Figure 1. Track usage over the die (run 1).
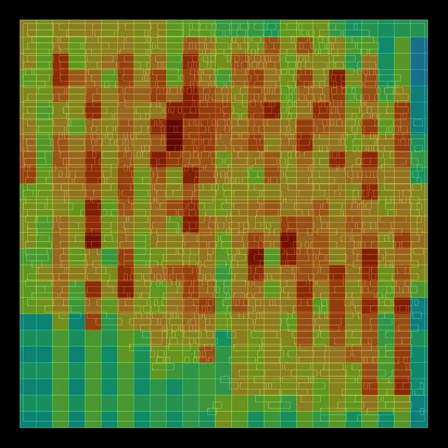
Figure 2. Signal wires on met1 (run 1).
(2 px per µm) Supply wires on this layer in gray.
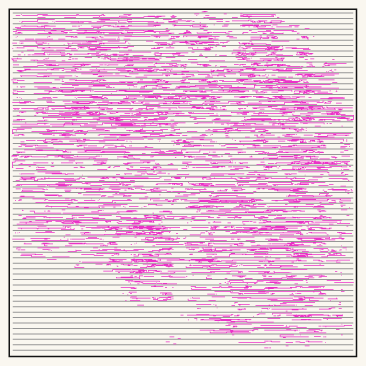
Figure 3. Gate families picked out (run 1).
(3 px per µm)
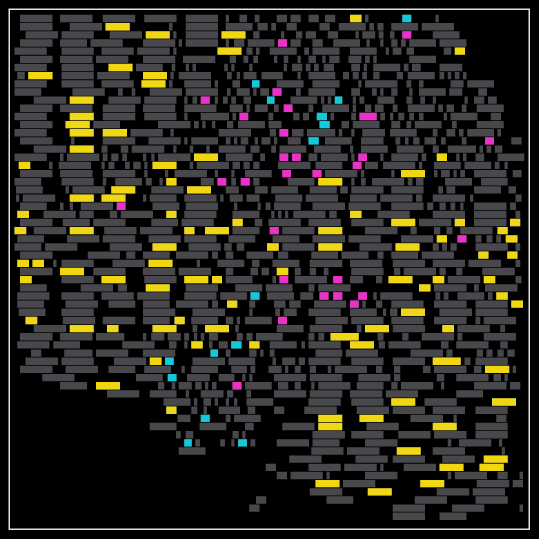
Figure 4. A small window of the routed layout (run 1).
Window x 71 to 101, y 106 to 136 µm. Cells in gray, sequential cells in the stronger gray; small squares are vias.
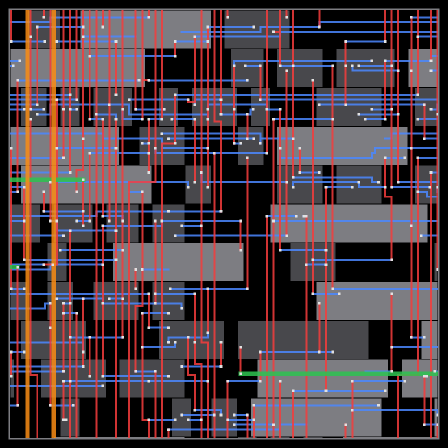
## src/rtl/uart_fifo.sv

```systemverilog
// rtl/uart_fifo.sv - m68k-bus UART with TX/RX FIFOs, status/control register and irq; optional even parity via UART_PARITY_EN
`timescale 1ns/1ps

module uart_fifo #(
    parameter int CLK_HZ   = 25000000,
    parameter int BAUD     = 115200,
    parameter int TX_DEPTH = 16,
    parameter int RX_DEPTH = 16
) (
    input  logic        clk,
    input  logic        reset_n,
    input  logic        rx,
    output logic        tx,
    input  logic        addr,
    input  logic        rw,
    input  logic        uds,
    input  logic        lds,
    input  logic [15:0] data_write,
    output logic [15:0] data_read,
    output logic        rx_avail,
    output logic        tx_active,
    output logic        irq
);

    localparam int DIV = CLK_HZ / BAUD;
    localparam int CW  = $clog2(DIV);
    localparam logic [CW-1:0] DIV_M1  = CW'(DIV - 1);
    localparam logic [CW-1:0] HALF_M1 = CW'(DIV / 2 - 1);
    localparam int TAW = $clog2(TX_DEPTH);
    localparam int RAW = $clog2(RX_DEPTH);

    typedef enum logic [2:0] {TX_IDLE, TX_START, TX_DATA, TX_PAR, TX_STOP} tx_state_t;
    typedef enum logic [2:0] {RX_IDLE, RX_START, RX_DATA, RX_PAR, RX_STOP, RX_WAIT} rx_state_t;

    // bus strobe edge detection and decoded actions
    logic r_strb_d;
    logic w_fire, w_wr_data, w_rd_data, w_wr_ctrl;
    assign w_fire    = (uds | lds) & ~r_strb_d;
    assign w_wr_data = w_fire & ~rw & ~addr & uds;
    assign w_rd_data = w_fire & rw & ~addr & uds;
    assign w_wr_ctrl = w_fire & ~rw & addr & uds;

    // previous strobe level so a held strobe acts only once
    always_ff @(posedge clk or negedge reset_n) begin
        if (!reset_n) r_strb_d <= 1'b0;
        else          r_strb_d <= uds | lds;
    end

    // TX FIFO
    logic [7:0] r_tx_mem [TX_DEPTH];
    logic [TAW:0] r_tx_wr, r_tx_rd;
    logic w_tx_empty, w_tx_full, w_tx_push, w_tx_load;
    logic [7:0] w_tx_head;
    assign w_tx_empty = (r_tx_wr == r_tx_rd);
    assign w_tx_full  = (r_tx_wr[TAW] != r_tx_rd[TAW]) && (r_tx_wr[TAW-1:0] == r_tx_rd[TAW-1:0]);
    assign w_tx_push  = w_wr_data & ~w_tx_full;
    assign w_tx_head  = r_tx_mem[r_tx_rd[TAW-1:0]];

    // TX storage write
    always_ff @(posedge clk) begin
        if (w_tx_push) r_tx_mem[r_tx_wr[TAW-1:0]] <= data_write[15:8];
    end

    // TX pointers: push from the bus, pop when the transmitter loads a byte
    always_ff @(posedge clk or negedge reset_n) begin
        if (!reset_n) begin
            r_tx_wr <= '0;
            r_tx_rd <= '0;
        end else begin
            if (w_tx_push) r_tx_wr <= r_tx_wr + 1'b1;
            if (w_tx_load) r_tx_rd <= r_tx_rd + 1'b1;
        end
    end

    // TX serialiser
    tx_state_t  r_tx_state;
    logic [CW-1:0] r_tx_cnt;
    logic [7:0] r_tx_shift;
    logic [2:0] r_tx_bit;
    logic       r_tx;
`ifdef UART_PARITY_EN
    logic       r_tx_par;
`endif
    assign w_tx_load = ~w_tx_empty &
                       ((r_tx_state == TX_IDLE) || ((r_tx_state == TX_STOP) && (r_tx_cnt == DIV_M1)));

    // TX frame FSM; stop-to-start chaining keeps back-to-back frames gapless
    always_ff @(posedge clk or negedge reset_n) begin
        if (!reset_n) begin
            r_tx_state <= TX_IDLE;
            r_tx_cnt   <= '0;
            r_tx_shift <= '0;
            r_tx_bit   <= '0;
            r_tx       <= 1'b1;
`ifdef UART_PARITY_EN
            r_tx_par   <= 1'b0;
`endif
        end else begin
            case (r_tx_state)
                TX_IDLE: begin
                    if (w_tx_load) begin
                        r_tx_state <= TX_START;
                        r_tx_shift <= w_tx_head;
                        r_tx_cnt   <= '0;
                        r_tx       <= 1'b0;
`ifdef UART_PARITY_EN
                        r_tx_par   <= ^w_tx_head;
`endif
                    end
                end
                TX_START: begin
                    if (r_tx_cnt == DIV_M1) begin
                        r_tx_cnt   <= '0;
                        r_tx_bit   <= '0;
                        r_tx_state <= TX_DATA;
                        r_tx       <= r_tx_shift[0];
                    end else begin
                        r_tx_cnt <= r_tx_cnt + 1'b1;
                    end
                end
                TX_DATA: begin
                    if (r_tx_cnt == DIV_M1) begin
                        r_tx_cnt <= '0;
                        if (r_tx_bit == 3'd7) begin
`ifdef UART_PARITY_EN
                            r_tx_state <= TX_PAR;
                            r_tx       <= r_tx_par;
`else
                            r_tx_state <= TX_STOP;
                            r_tx       <= 1'b1;
`endif
                        end else begin
                            r_tx_bit   <= r_tx_bit + 1'b1;
                            r_tx_shift <= {1'b0, r_tx_shift[7:1]};
                            r_tx       <= r_tx_shift[1];
                        end
                    end else begin
                        r_tx_cnt <= r_tx_cnt + 1'b1;
                    end
                end
                TX_PAR: begin
                    if (r_tx_cnt == DIV_M1) begin
                        r_tx_cnt   <= '0;
                        r_tx_state <= TX_STOP;
                        r_tx       <= 1'b1;
                    end else begin
                        r_tx_cnt <= r_tx_cnt + 1'b1;
                    end
                end
                TX_STOP: begin
                    if (r_tx_cnt == DIV_M1) begin
                        r_tx_cnt <= '0;
                        if (w_tx_load) begin
                            r_tx_state <= TX_START;
                            r_tx_shift <= w_tx_head;
                            r_tx       <= 1'b0;
`ifdef UART_PARITY_EN
                            r_tx_par   <= ^w_tx_head;
`endif
                        end else begin
                            r_tx_state <= TX_IDLE;
                        end
                    end else begin
                        r_tx_cnt <= r_tx_cnt + 1'b1;
                    end
                end
                default: r_tx_state <= TX_IDLE;
            endcase
        end
    end

    // RX line synchroniser, idle high
    logic r_rx_s1, r_rx_s2;
    always_ff @(posedge clk or negedge reset_n) begin
        if (!reset_n) begin
            r_rx_s1 <= 1'b1;
            r_rx_s2 <= 1'b1;
        end else begin
            r_rx_s1 <= rx;
            r_rx_s2 <= r_rx_s1;
        end
    end

    // RX deserialiser
    rx_state_t  r_rx_state;
    logic [CW-1:0] r_rx_cnt;
    logic [7:0] r_rx_shift;
    logic [2:0] r_rx_bit;
    logic       w_rx_end, w_stop_smp, w_rx_push, w_ferr_set;
`ifdef UART_PARITY_EN
    logic       r_rx_perr;
    logic       w_pe_set;
`endif
    assign w_rx_end   = (r_rx_cnt == DIV_M1);
    assign w_stop_smp = (r_rx_state == RX_STOP) & w_rx_end;
    assign w_ferr_set = w_stop_smp & ~r_rx_s2;
`ifdef UART_PARITY_EN
    assign w_rx_push  = w_stop_smp & r_rx_s2 & ~r_rx_perr;
    assign w_pe_set   = w_stop_smp & r_rx_s2 & r_rx_perr;
`else
    assign w_rx_push  = w_stop_smp & r_rx_s2;
`endif

    // RX frame FSM: half-bit start re-check, then centre sampling every DIV clocks
    always_ff @(posedge clk or negedge reset_n) begin
        if (!reset_n) begin
            r_rx_state <= RX_IDLE;
            r_rx_cnt   <= '0;
            r_rx_shift <= '0;
            r_rx_bit   <= '0;
`ifdef UART_PARITY_EN
            r_rx_perr  <= 1'b0;
`endif
        end else begin
            case (r_rx_state)
                RX_IDLE: begin
                    if (!r_rx_s2) begin
                        r_rx_state <= RX_START;
                        r_rx_cnt   <= '0;
                    end
                end
                RX_START: begin
                    if (r_rx_cnt == HALF_M1) begin
                        r_rx_cnt   <= '0;
                        r_rx_bit   <= '0;
                        r_rx_state <= r_rx_s2 ? RX_IDLE : RX_DATA;
                    end else begin
                        r_rx_cnt <= r_rx_cnt + 1'b1;
                    end
                end
                RX_DATA: begin
                    if (w_rx_end) begin
                        r_rx_cnt   <= '0;
                        r_rx_shift <= {r_rx_s2, r_rx_shift[7:1]};
                        if (r_rx_bit == 3'd7) begin
`ifdef UART_PARITY_EN
                            r_rx_state <= RX_PAR;
`else
                            r_rx_state <= RX_STOP;
`endif
                        end else begin
                            r_rx_bit <= r_rx_bit + 1'b1;
                        end
                    end else begin
                        r_rx_cnt <= r_rx_cnt + 1'b1;
                    end
                end
                RX_PAR: begin
                    if (w_rx_end) begin
                        r_rx_cnt   <= '0;
                        r_rx_state <= RX_STOP;
`ifdef UART_PARITY_EN
                        r_rx_perr  <= r_rx_s2 ^ (^r_rx_shift);
`endif
                    end else begin
                        r_rx_cnt <= r_rx_cnt + 1'b1;
                    end
                end
                RX_STOP: begin
                    if (w_rx_end) begin
                        r_rx_cnt   <= '0;
                        r_rx_state <= r_rx_s2 ? RX_IDLE : RX_WAIT;
                    end else begin
                        r_rx_cnt <= r_rx_cnt + 1'b1;
                    end
                end
                RX_WAIT: begin
                    if (r_rx_s2) r_rx_state <= RX_IDLE;
                end
                default: r_rx_state <= RX_IDLE;
            endcase
        end
    end

    // RX FIFO; a same-clock bus pop frees the slot for a push into a full FIFO
    logic [7:0] r_rx_mem [RX_DEPTH];
    logic [RAW:0] r_rx_wr, r_rx_rd;
    logic [RAW:0] w_rx_diff;
    logic [8:0] w_rx_count;
    logic w_rx_empty, w_rx_full, w_rx_pop, w_rx_accept, w_ovr_set;
    logic [7:0] w_rx_head;
    assign w_rx_empty  = (r_rx_wr == r_rx_rd);
    assign w_rx_full   = (r_rx_wr[RAW] != r_rx_rd[RAW]) && (r_rx_wr[RAW-1:0] == r_rx_rd[RAW-1:0]);
    assign w_rx_pop    = w_rd_data & ~w_rx_empty;
    assign w_rx_accept = w_rx_push & (~w_rx_full | w_rx_pop);
    assign w_ovr_set   = w_rx_push & w_rx_full & ~w_rx_pop;
    assign w_rx_head   = r_rx_mem[r_rx_rd[RAW-1:0]];
    assign w_rx_diff   = r_rx_wr - r_rx_rd;
    assign w_rx_count  = 9'(w_rx_diff);

    // RX storage write
    always_ff @(posedge clk) begin
        if (w_rx_accept) r_rx_mem[r_rx_wr[RAW-1:0]] <= r_rx_shift;
    end

    // RX pointers
    always_ff @(posedge clk or negedge reset_n) begin
        if (!reset_n) begin
            r_rx_wr <= '0;
            r_rx_rd <= '0;
        end else begin
            if (w_rx_accept) r_rx_wr <= r_rx_wr + 1'b1;
            if (w_rx_pop)    r_rx_rd <= r_rx_rd + 1'b1;
        end
    end

    // control enables and sticky error flags; a new error wins over a clear
    logic r_en_rx, r_en_tx, r_ferr, r_ovr;
`ifdef UART_PARITY_EN
    logic r_pe;
`endif
    always_ff @(posedge clk or negedge reset_n) begin
        if (!reset_n) begin
            r_en_rx <= 1'b0;
            r_en_tx <= 1'b0;
            r_ferr  <= 1'b0;
            r_ovr   <= 1'b0;
`ifdef UART_PARITY_EN
            r_pe    <= 1'b0;
`endif
        end else begin
            if (w_wr_ctrl) begin
                r_en_rx <= data_write[15];
                r_en_tx <= data_write[14];
            end
            if (w_ferr_set)                        r_ferr <= 1'b1;
            else if (w_wr_ctrl && data_write[13])  r_ferr <= 1'b0;
            if (w_ovr_set)                         r_ovr  <= 1'b1;
            else if (w_wr_ctrl && data_write[12])  r_ovr  <= 1'b0;
`ifdef UART_PARITY_EN
            if (w_pe_set)                                          r_pe <= 1'b1;
            else if (w_fire && !rw && addr && lds && data_write[7]) r_pe <= 1'b0;
`endif
        end
    end

    // read mux: upper byte only on uds, lower byte carries the RX count
    logic [7:0] w_status, w_cnt_field, w_rd_hi, w_rd_lo;
    logic       w_tx_active;
    assign w_tx_active = (r_tx_state != TX_IDLE) | ~w_tx_empty;
    assign w_status = {r_en_rx, r_en_tx, r_ferr, r_ovr, w_tx_full, w_tx_empty, w_rx_full, ~w_rx_empty};
`ifdef UART_PARITY_EN
    assign w_cnt_field = {r_pe, (w_rx_count > 9'd127) ? 7'h7F : w_rx_count[6:0]};
`else
    assign w_cnt_field = (w_rx_count > 9'd255) ? 8'hFF : w_rx_count[7:0];
`endif

    // read data selection
    always_comb begin
        w_rd_hi = 8'h00;
        w_rd_lo = 8'h00;
        if (addr) begin
            w_rd_hi = w_status;
            w_rd_lo = w_cnt_field;
        end else if (!w_rx_empty) begin
            w_rd_hi = w_rx_head;
        end
    end

    // read capture and registered interrupt
    logic [15:0] r_data_read;
    logic        r_irq;
    always_ff @(posedge clk or negedge reset_n) begin
        if (!reset_n) begin
            r_data_read <= '0;
            r_irq       <= 1'b0;
        end else begin
            if (w_fire && rw) r_data_read <= {uds ? w_rd_hi : 8'h00, w_rd_lo};
            r_irq <= (r_en_rx & ~w_rx_empty) | (r_en_tx & ~w_tx_active);
        end
    end

`ifdef UART_PARITY_EN
    logic w_unused;
    assign w_unused = &{1'b0, data_write[11:8], data_write[6:0]};
`else
    logic w_unused;
    assign w_unused = &{1'b0, data_write[11:0]};
`endif

    assign tx        = r_tx;
    assign data_read = r_data_read;
    assign rx_avail  = ~w_rx_empty;
    assign tx_active = w_tx_active;
    assign irq       = r_irq;

endmodule

```

## config.mk

```make
export PLATFORM = sky130hd
export DESIGN_NAME = uart_fifo
export DESIGN_NICKNAME = d
export VERILOG_FILES = /design/src/rtl/uart_fifo.sv
export SDC_FILE = /design/constraint.sdc
export NUM_CORES = 1
export LEC_CHECK = 0
export ABC_AREA = 0
export CAP_MARGIN = 0
export CELL_PAD_IN_SITES_DETAIL_PLACEMENT = 1
export CELL_PAD_IN_SITES_GLOBAL_PLACEMENT = 2
export CORE_MARGIN = 1
export CORE_UTILIZATION = 50
export DETAILED_ROUTE_END_ITERATION = 16
export GPL_TIMING_DRIVEN = 1
export PLACE_DENSITY = 0.95
export REMOVE_ABC_BUFFERS = 1
export SLEW_MARGIN = 25
export SYNTH_ARGS = -nofsm -noshare
export SYNTH_HDL_FRONTEND = slang
export SYNTH_SLANG_ARGS = --single-unit
```

## constraint.sdc

```tcl
create_clock -name clk -period 5 [get_ports clk]
set_input_delay 1 -clock clk [delete_from_list [all_inputs] [get_ports clk]]
set_output_delay 1 -clock clk [all_outputs]
set_load 0.01 [all_outputs]
```

==> impl_metrics.env, run 1 <==
# source this file to load flow results
export IMPL_status="finished clean"
export IMPL_path_class="register to output pin"
export IMPL_final_util_pct=57.1
export IMPL_worst_ep_arrival_time_ns=2.90
export IMPL_startpoint="r_rx_rd[3]"
export IMPL_crit_path_end_kind="output pin"
export IMPL_netlist_area_um2=14600
export IMPL_drive_above_1_share_pct=17.4
export IMPL_p_switching_mw=1.54
export IMPL_ir_drop_mv=0.357
export IMPL_chipHeight_um=173
export IMPL_postSynthSeqShare_pct=67.4
export IMPL_top_cells_by_count="edfxtp_1 (256), dfrtp_1 (83), nand2_1 (70), mux4_2 (56), nor2_1 (34)"
export IMPL_grt_antenna_before_repair=0
export IMPL_insertion_delay_ns=0.51
export IMPL_regToRegEndpoint="r_rx_mem[13][7]"
export IMPL_warnings=41
export IMPL_ctsHoldBuffers=0
export IMPL_hp_class="register to register"
export IMPL_clock_path_buffers=3
export IMPL_grt_pass1_wl_um=53900
export IMPL_min_to="r_rx_s2"
export IMPL_cp_slowest_cell="clkdlybuf4s50_1"
export IMPL_top_cell_area_share_pct=52.7
export IMPL_cts_root_buf="clkbuf_16"
export IMPL_tightestPinTransition_ns=0.901
export IMPL_synth_cell_types=82
export IMPL_drv_cap=0
export IMPL_power_switching_share_pct=23.5
export IMPL_coreArea_um2=28700
export IMPL_p_comb_mw=0.617
export IMPL_post_route_min_period_ns=3.90
export IMPL_powerSeq_mw=3.18
export IMPL_min_path_cells=0
export IMPL_cts_sinks=342
export IMPL_crit_fanout=19
export IMPL_comb_area_um2=4340
export IMPL_internal_power_mw=4.99
export IMPL_grt_overflow=0
export IMPL_synthArstFlopShare_pct=25.1
export IMPL_rr_worst_depth=7
export IMPL_dieArea_um2=29900
export IMPL_area_leaders="edfxtp_1 (53%), dfrtp_1 (14%), mux4_2 (8.6%), ha_1 (1.9%), nand2_1 (1.8%)"
export IMPL_place_hpwl_um=21800
export IMPL_crit_path_start_kind="register"
export IMPL_pin_count=43
export IMPL_gp_routability_congestion=0.764
export IMPL_finalHoldViolCount=0
export IMPL_drtAntennaViolNets=0
export IMPL_avgViaCountPerCell=5.96
export IMPL_drv_slew=0
export IMPL_layout_top_cells="edfxtp_1 (256), dfrtp_1 (81), nand2_1 (70)"
export IMPL_ff_latch_area_um2=9850
export IMPL_fp_utilization_pct=50.8
export IMPL_max_stage_delay_ns=0.58
export IMPL_drcViolationCount=0
export IMPL_fin_setup_tns_ns=0
export IMPL_leakage_nw=6.11
export IMPL_first_iter_violations=617
export IMPL_rsz0062_at_grt="false"
export IMPL_grt_max_degree=52
export IMPL_use_met3_pct=3.69
export IMPL_reg2reg_from="r_rx_rd[3]"
export IMPL_fillers=2611
export IMPL_p_clk_share_pct=41.8
export IMPL_cts_resized=0
export IMPL_cts_tree="yes"
export IMPL_max_freq_mhz=256
export IMPL_port_buffers=31
export IMPL_top_layer="met4"
export IMPL_worstPathCellList="inv_2 > ha_1 > and4_1 > nand2_1 > clkdlybuf4s50_1"
export IMPL_fp_dieW_um=173
export IMPL_wl_met2_um=18600
export IMPL_synth_edff_count=256
export IMPL_busiest_layer="met2"
export IMPL_ys_area_um2=14600
export IMPL_rrSetupSlack_ns=1.56
export IMPL_row_count=62
export IMPL_nets=995
export IMPL_fin_skew_ns=0.0224
export IMPL_path_clk_slew_ns=0.06
## Picture notes: Figure 1
Routed wire per std cell: 25.4 µm
GRT Util Overall: 23.9%
met2 Track Usage GR: 43.0%

## Picture notes: Figure 2
nets with wire on the layer: 936
longest straight run: 58.0 µm
main direction: horizontal
wire length on this layer: 13,700 µm
share of all routed wire: 40%
Routed WL: 34,500 µm
GRT met1 Usage: 29.8%

## Picture notes: Figure 3
legend:
  yellow:
    family: mux cells
    cells: 96
    where: widely spread
  magenta:
    family: xor and xnor cells
    cells: 28
  cyan:
    family: non-inverting ao/oa cells
    cells: 15
Comb/total area: 26.5%
most common logic cell in the routed design: edfxtp_1
Final Non-Filler Cells: 1,359

## Picture notes: Figure 4
legend:
  green:
    layer: metal 3
  orange:
    layer: metal 4
  red:
    layer: metal 2
  blue:
    layer: metal 1
cells with their middle in the window: 44
sequential cells in the window: 10
netlist names of flops here include: `r_rx_rd` (3), `r_rx_wr` (3)
most frequent: dfrtp_1 (8), ha_1 (4)

-- run 1: stage by stage --
step                hold WS [ns]  instance area [µm²]  worst slack, ns  power (mW)  std cells
floorplan                  0.345                14300             1.35        3.61        867
detailed placement         0.351                15200             1.32        3.85       1294
CTS                        0.359                16400             1.10        6.58       1359
global placement           0.347                15200             1.37        3.82       1294
finish                     0.355                16400             1.10        6.53       1359
global route               0.363                16400             1.03        6.73       1359
-- run 1: logic make-up (layout without fill, tap and decap cells) --
| kind of cell | after synthesis | in the layout | synth area share (%) |
|---|---|---|---|
| AOI/OAI and AO/OA | 125 | 125 | 5.80 |
| xor gates and xnor gates | 28 | 28 | 1.73 |
| adders and majority gates | 24 | 24 | 2.10 |
| buffers and inverters | 79 | 139 | 2.85 |
| DFF | 342 | 342 | 67.4 |
| muxes | 96 | 96 | 11.8 |
| other | 1 | 3 | 0.0257 |
| and+or+nand+nor | 218 | 218 | 8.26 |
-- run 1: state kept, by name, summed over array words and instances, names as in the netlist, 5 cells and up --
name and flops:
r_rx_mem 128, r_tx_mem 128, data_read 13, r_rx_cnt 8, r_rx_shift 8, r_tx_cnt 8, r_tx_shift 8, r_rx_rd 5
r_rx_wr 5, r_tx_rd 5, r_tx_wr 5
-- run 1: layout make-up --
class                           instances  area share [%]
Sequential cell                       342            60.1
Multi-Input combinational cell        494            26.5
Clock buffer                           45            6.15
Tap cell                              384            2.93
Timing Repair Buffer                   43            2.43
Clock inverter                         20            1.21
Inverter                               31           0.710
-- run 1: worst max-delay path: cells and delay by family, from the launching register on --
kind / cells / cell delay [ns]
fa+ha+maj: 1 / 0.36
flops: 1 / 0.54
simple gates: 2 / 0.45
buf+inv: 2 / 1.03
==> run 1 -> run 2 <==
--- a/config.mk
+++ b/config.mk
@@ -10,10 +10,10 @@
 export CELL_PAD_IN_SITES_DETAIL_PLACEMENT = 1
 export CELL_PAD_IN_SITES_GLOBAL_PLACEMENT = 2
 export CORE_MARGIN = 1
-export CORE_UTILIZATION = 50
+export CORE_UTILIZATION = 46
 export DETAILED_ROUTE_END_ITERATION = 16
 export GPL_TIMING_DRIVEN = 1
-export PLACE_DENSITY = 0.95
+export PLACE_DENSITY = 0.91
 export REMOVE_ABC_BUFFERS = 1
 export SLEW_MARGIN = 25
 export SYNTH_ARGS = -nofsm -noshare
==> constraint.sdc (replaced) <==
create_clock -name clk -period 3.75 [get_ports clk]
set_input_delay 0.75 -clock clk [delete_from_list [all_inputs] [get_ports clk]]
set_output_delay 0.75 -clock clk [all_outputs]
set_load 0.01 [all_outputs]
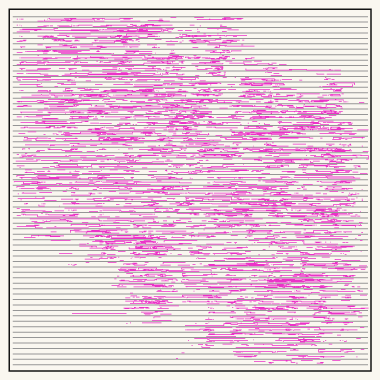
Figure 5: run 2, signal wires on met1.
(2 px per µm) Supply wires on this layer in gray.
share of all routed wire: 42%
nets with wire on the layer: 937
main direction: horizontal
longest straight run: 68.1 µm

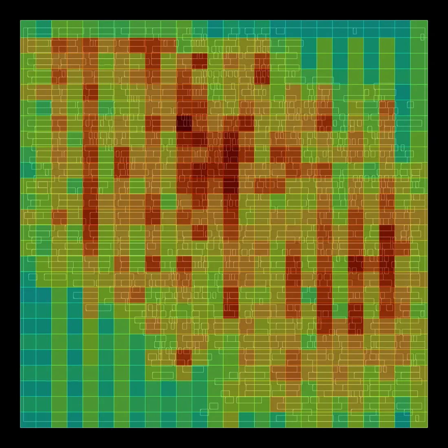
Figure 6: run 2, track usage over the die.
Routed wire per std cell: 24.5 µm
GRT Util Overall: 21.5%
fin util: 53.5%
met2 Track Usage GR: 36.7%

==> run 2 against run 1 <==
Net effect:
- register-to-register slack got worse by 0.84 ns
- non-clock buffer count increased by 12
- flip-flop count unchanged
- global-route usage decreased by 2.4 points
- wire length decreased by 1.4%
- first-iteration DRC count decreased by 11%
- die size increased by 8.6%
- sequential power increased by 34%
- synthesized area unchanged
- final area increased by 0.82%
- clock-buffer cell count increased by 1
- power increased by 35%
- critical path type unchanged
- critical endpoint unchanged
- largest cell class unchanged
- highest routed layer unchanged
==> impl_metrics.env, run 2 <==
# source this file to load flow results
export IMPL_drtAntennaViolNets=0
export IMPL_dieArea_um2=32400
export IMPL_final_cells=1386
export IMPL_synth_edff_count=256
export IMPL_status="finished clean"
export IMPL_insertion_delay_ns=0.54
export IMPL_fin_setup_tns_ns=0
export IMPL_nets=1007
export IMPL_leakage_nw=6.20
export IMPL_seq_share_pct=59.6
export IMPL_finalHoldViolCount=0
export IMPL_top_cell_area_share_pct=52.7
export IMPL_first_iter_violations=550
export IMPL_fp_utilization_pct=47.2
export IMPL_lay_top_count="edfxtp_1"
export IMPL_synth_cell_types=82
export IMPL_fillers=2905
export IMPL_clock_area_share_pct=7.46
export IMPL_cts_resized=0
export IMPL_final_cell_area_um2=16500
export IMPL_pin_count=43
export IMPL_postSynthSeqShare_pct=67.4
export IMPL_largestClassByArea="flip-flops and latches"
export IMPL_comb_area_um2=4340
export IMPL_coreArea_um2=30900
export IMPL_path_class="register to output pin"
export IMPL_ff_latch_area_um2=9850
export IMPL_combAreaFraction_pct=26.3
export IMPL_buffer_area_share_pct=2.98
export IMPL_crit_path_start_kind="register"
export IMPL_post_route_min_period_ns=3.57
export IMPL_drv_cap=0
export IMPL_port_buffers=31
export IMPL_layout_top_cells="edfxtp_1 (256), dfrtp_1 (81), nand2_1 (70)"
export IMPL_comb_cells=494
export IMPL_top_cells_by_count="edfxtp_1 (256), dfrtp_1 (83), nand2_1 (70), mux4_2 (56), nor2_1 (34)"
export IMPL_gp_routability_congestion=0.769
export IMPL_grt_pass1_wl_um=53000
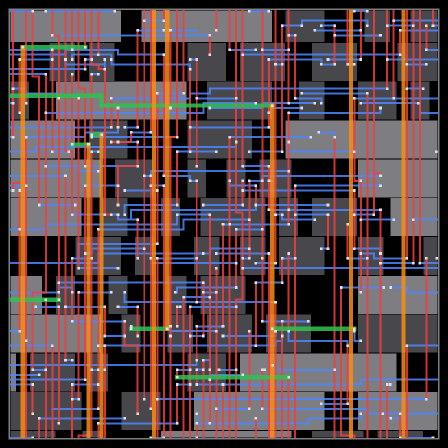
Figure 7: run 2, a small window of the routed layout.
Window x 75 to 105, y 111 to 141 µm. Cells in gray, sequential cells in the stronger gray; small squares are vias.
legend:
  orange:
    layer: metal 4
  green:
    layer: metal 3
  red:
    layer: metal 2
  blue:
    layer: metal 1
netlist names of flops here include: `r_tx_mem` (4), `r_rx_rd` (2), `r_rx_wr` (2)
cells with their middle in the window: 56
sequential cells in the window: 11
most frequent: nand2_1 (8), dfrtp_1 (6), edfxtp_1 (5)

run 2: power breakdown:
group	leakage, nW	internal, mW	total [mW]	switching (mW)
registers	3.73	4.14	4.25	0.111
logic	1.86	0.340	0.831	0.491
clock network	0.605	2.22	3.72	1.50
total	6.20	6.69	8.79	2.10
run 2: cell families (layout without fill, tap and decap cells):
family / after synthesis / in the layout / synth area share (%)
xor+xnor: 28 / 28 / 1.73
mux: 96 / 96 / 11.8
other cells: 1 / 3 / 0.0257
buf+inv: 79 / 154 / 2.85
fa+ha+maj: 24 / 24 / 2.10
flops: 342 / 342 / 67.4
simple gates: 218 / 218 / 8.26
compound gates: 125 / 125 / 5.80
run 2: through the flow:
stage	hold WS [ns]	worst slack (ns)	total power [mW]	utilization, %
after floorplan	0.345	0.105	4.81	-
after global placement	0.349	0.604	5.13	49.5
after detailed placement	0.350	0.592	5.16	49.5
after CTS	0.360	0.182	8.87	53.4
after global routing	0.285	0.0781	9.07	53.5
final	0.224	0.182	8.79	53.5
run 2: worst max-delay path, stage by stage (launching register included):
cell             delay (ns)
dfrtp_1                0.51
clkinv_1               0.30
ha_1                   0.41
and4_1                 0.27
nand2_1                0.19
clkdlybuf4s50_1        0.58
run 2: final timing paths:
check                                  to  slack, ns  cells past startpoint
min                            r_tx_wr[2]       0.22                      1
min in group clk                  r_rx_s2       0.36                      0
max                              rx_avail       0.18                      5
max reg2reg                r_rx_mem[7][5]       0.72                      6
max in group asynchronous              tx       2.72                      2
min reg2reg                       r_rx_s2       0.36                      0
run 2: layer usage:
| layer | routed length, µm | vias up | track usage (%) |
|---|---|---|---|
| li1 | - | 3597 | - |
| met3 | 1260 | 81 | 3.40 |
| met5 | 0 | - | 0 |
| met2 | 17200 | 191 | 36.7 |
| met4 | 1190 | 0 | 8.51 |
| met1 | 14300 | 4257 | 27.8 |
==> run 2 -> run 3 <==
--- a/config.mk
+++ b/config.mk
@@ -15,7 +15,6 @@
 export GPL_TIMING_DRIVEN = 1
 export PLACE_DENSITY = 0.91
 export REMOVE_ABC_BUFFERS = 1
-export SLEW_MARGIN = 25
 export SYNTH_ARGS = -nofsm -noshare
 export SYNTH_HDL_FRONTEND = slang
 export SYNTH_SLANG_ARGS = --single-unit
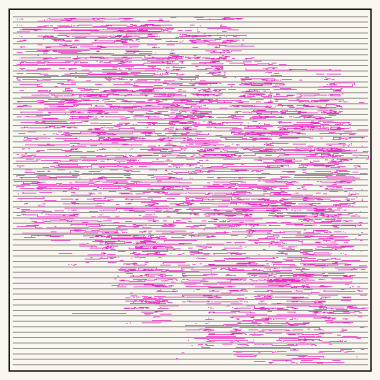
Figure 8: run 3, signal wires on met1.
(2 px per µm) Supply wires on this layer in gray.
main direction: horizontal
wire length on this layer: 14,300 µm
share of all routed wire: 42%
nets with wire on the layer: 938

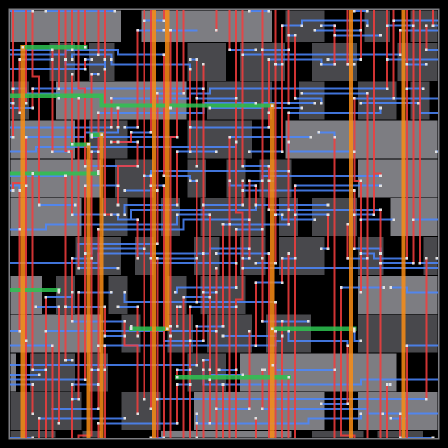
Figure 9: run 3, a small window of the routed layout.
Window x 75 to 105, y 111 to 141 µm. Cells in gray, sequential cells in the stronger gray; small squares are vias.
legend:
  blue:
    layer: metal 1
  green:
    layer: metal 3
  orange:
    layer: metal 4
  red:
    layer: metal 2
netlist names of flops here include: `r_tx_mem` (4), `r_rx_rd` (2), `r_rx_wr` (2)
cells with their middle in the window: 56
sequential cells in the window: 11
most frequent: nand2_1 (8), dfrtp_1 (6), edfxtp_1 (5)

==> run 3 against run 2 <==
Net effect:
- final area is essentially flat
- combinational power about the same
- flip-flop count did not move
- worst hold slack improved by 0.13 ns
- first-iteration DRC count up 2.7%
- critical endpoint unchanged
- clock skew down 0.00083 ns
==> impl_metrics.env, run 3 <==
# source this file to load flow results
export IMPL_finalHoldViolCount=0
export IMPL_rsz0062_at_grt="false"
export IMPL_setup_slack_ns=0.181
export IMPL_insertion_delay_ns=0.54
export IMPL_path_delay_family="buffers and inverters"
export IMPL_nets=1007
export IMPL_ys_area_um2=14600
export IMPL_power_switching_share_pct=23.9
export IMPL_worstPathCellList="clkinv_1 > ha_1 > and4_1 > nand2_1 > clkdlybuf4s50_1"
export IMPL_pin_count=43
export IMPL_fp_utilization_pct=47.2
export IMPL_rr_worst_depth=6
export IMPL_numPlacedInstances=1318
export IMPL_path_clk_slew_ns=0.06
export IMPL_path_class="register to output pin"
export IMPL_fin_skew_ns=0.0252
export IMPL_synthArstFlopShare_pct=25.1
export IMPL_synth_cell_types=82
export IMPL_fin_setup_tns_ns=0
export IMPL_status="finished clean"
export IMPL_drv_slew=0
export IMPL_internal_power_mw=6.69
export IMPL_crit_path_end="rx_avail"
export IMPL_grt_overflow=0
export IMPL_hp_class="register to register"
export IMPL_drive_above_1_share_pct=18.8
export IMPL_fillers=2908
export IMPL_avgViaCountPerCell=5.85
export IMPL_final_cells=1386
export IMPL_min_to="r_rx_s2"
export IMPL_pre_cts_slack_ns=0.592
export IMPL_synth_edff_count=256
export IMPL_coreArea_um2=30900
export IMPL_crit_cells=5
export IMPL_layout_top_cells="edfxtp_1 (256), dfrtp_1 (81), nand2_1 (70)"
export IMPL_top_cells_by_count="edfxtp_1 (256), dfrtp_1 (83), nand2_1 (70), mux4_2 (56), nor2_1 (34)"
export IMPL_place_hpwl_um=22000
export IMPL_post_route_min_period_ns=3.57
export IMPL_top_cell_area_share_pct=52.7
export IMPL_drv_cap=0
export IMPL_crit_path_end_kind="output pin"
export IMPL_p_total_mw=8.79
export IMPL_cts_tree="yes"
export IMPL_drtAntennaViolNets=0
export IMPL_first_iter_violations=565
export IMPL_track_usage_pct=21.5
export IMPL_combPwrFrac_pct=9.4
export IMPL_rrSetupSlack_ns=0.72
export IMPL_tightestPinTransition_ns=1.04
export IMPL_chipHeight_um=180
export IMPL_ctsHoldBuffers=0
export IMPL_area_leaders="edfxtp_1 (53%), dfrtp_1 (14%), mux4_2 (8.6%), ha_1 (1.9%), nand2_1 (1.8%)"
export IMPL_wl_um=34000
export IMPL_warnings=41
export IMPL_worst_path_buf_inv=2
export IMPL_min_path_cells=0
export IMPL_netlist_area_um2=14600
export IMPL_cp_slowest_cell="clkdlybuf4s50_1"
export IMPL_leakage_nw=6.20
export IMPL_port_buffers=31
export IMPL_max_stage_delay_ns=0.58
export IMPL_crit_path_start_kind="register"
export IMPL_gp_routability_congestion=0.769
export IMPL_grt_max_degree=71
export IMPL_cts_resized=0
export IMPL_p_clk_share_pct=42.3
export IMPL_p_switching_mw=2.10
export IMPL_dieArea_um2=32400
export IMPL_row_count=64
export IMPL_max_freq_mhz=280
export IMPL_grt_pass1_wl_um=53000
export IMPL_fp_dieW_um=180
export IMPL_crit_fanout=9
export IMPL_clock_path_buffers=3
export IMPL_drcViolationCount=0
export IMPL_pwr_share_seq_pct=48.3
export IMPL_lay_top_count="edfxtp_1"
export IMPL_ir_drop_mv=0.457
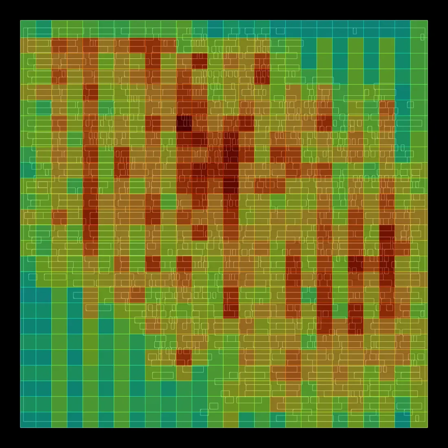
Figure 10: run 3, track usage over the die.
Routed wire per std cell: 24.5 µm
GR met3 Demand/Resource: 3.40%

[run 3: cell counts after synthesis]
Identical to the previous run, type by type.
[run 3: cell families after synthesis]
group | after synthesis | share of synthesized area, %
DFF | 342 | 67.4
xor gates and xnor gates | 28 | 1.73
and+or+nand+nor | 218 | 8.26
other | 1 | 0.0257
AOI/OAI and AO/OA | 125 | 5.80
buffers and inverters | 79 | 2.85
muxes | 96 | 11.8
adders and majority gates | 24 | 2.10
[run 3: power groups by stage]
stage	Clock [mW]	Sequential (mW)	Combinational [mW]
floorplan	0	4.42	0.395
global placement	0	4.32	0.811
detailed placement	0	4.32	0.833
CTS	3.78	4.25	0.840
global route	3.90	4.26	0.905
finish	3.72	4.25	0.830
[run 3: worst register-to-register path, delay by kind of cell, from the launching register on]
| kind | cells | cell delay, ns |
|---|---|---|
| and+or+nand+nor | 4 | 1.41 |
| adders and majority gates | 1 | 0.42 |
| buffers and inverters | 1 | 0.30 |
| DFF | 1 | 0.51 |
[run 3: metal layers]
layer	track usage (%)	vias to the layer above	share of wire, %
met4	8.51	0	3.4
met5	0	-	0
li1	-	3596	-
met3	3.40	78	4.0
met1	27.8	4232	42
met2	36.7	207	51
[run 3: cell type report]
type / count / area, µm² / area share [%]
clock buffers: 46 / 980 / 5.93
clock inverters: 22 / 253 / 1.53
inverters: 31 / 116 / 0.704
multi-input cells: 494 / 4340 / 26.3
flip-flops and latches: 342 / 9850 / 59.6
well taps: 396 / 495 / 3.00
repair buffers: 55 / 488 / 2.95
[run 3: through the flow]
stage	hold slack, ns	cell area, µm²
after detailed placement	0.350	15300
after floorplan	0.345	14300
after global placement	0.349	15300
after global routing	0.366	16500
after CTS	0.360	16500
final	0.358	16500
Power and IR drop assume default switching activity.
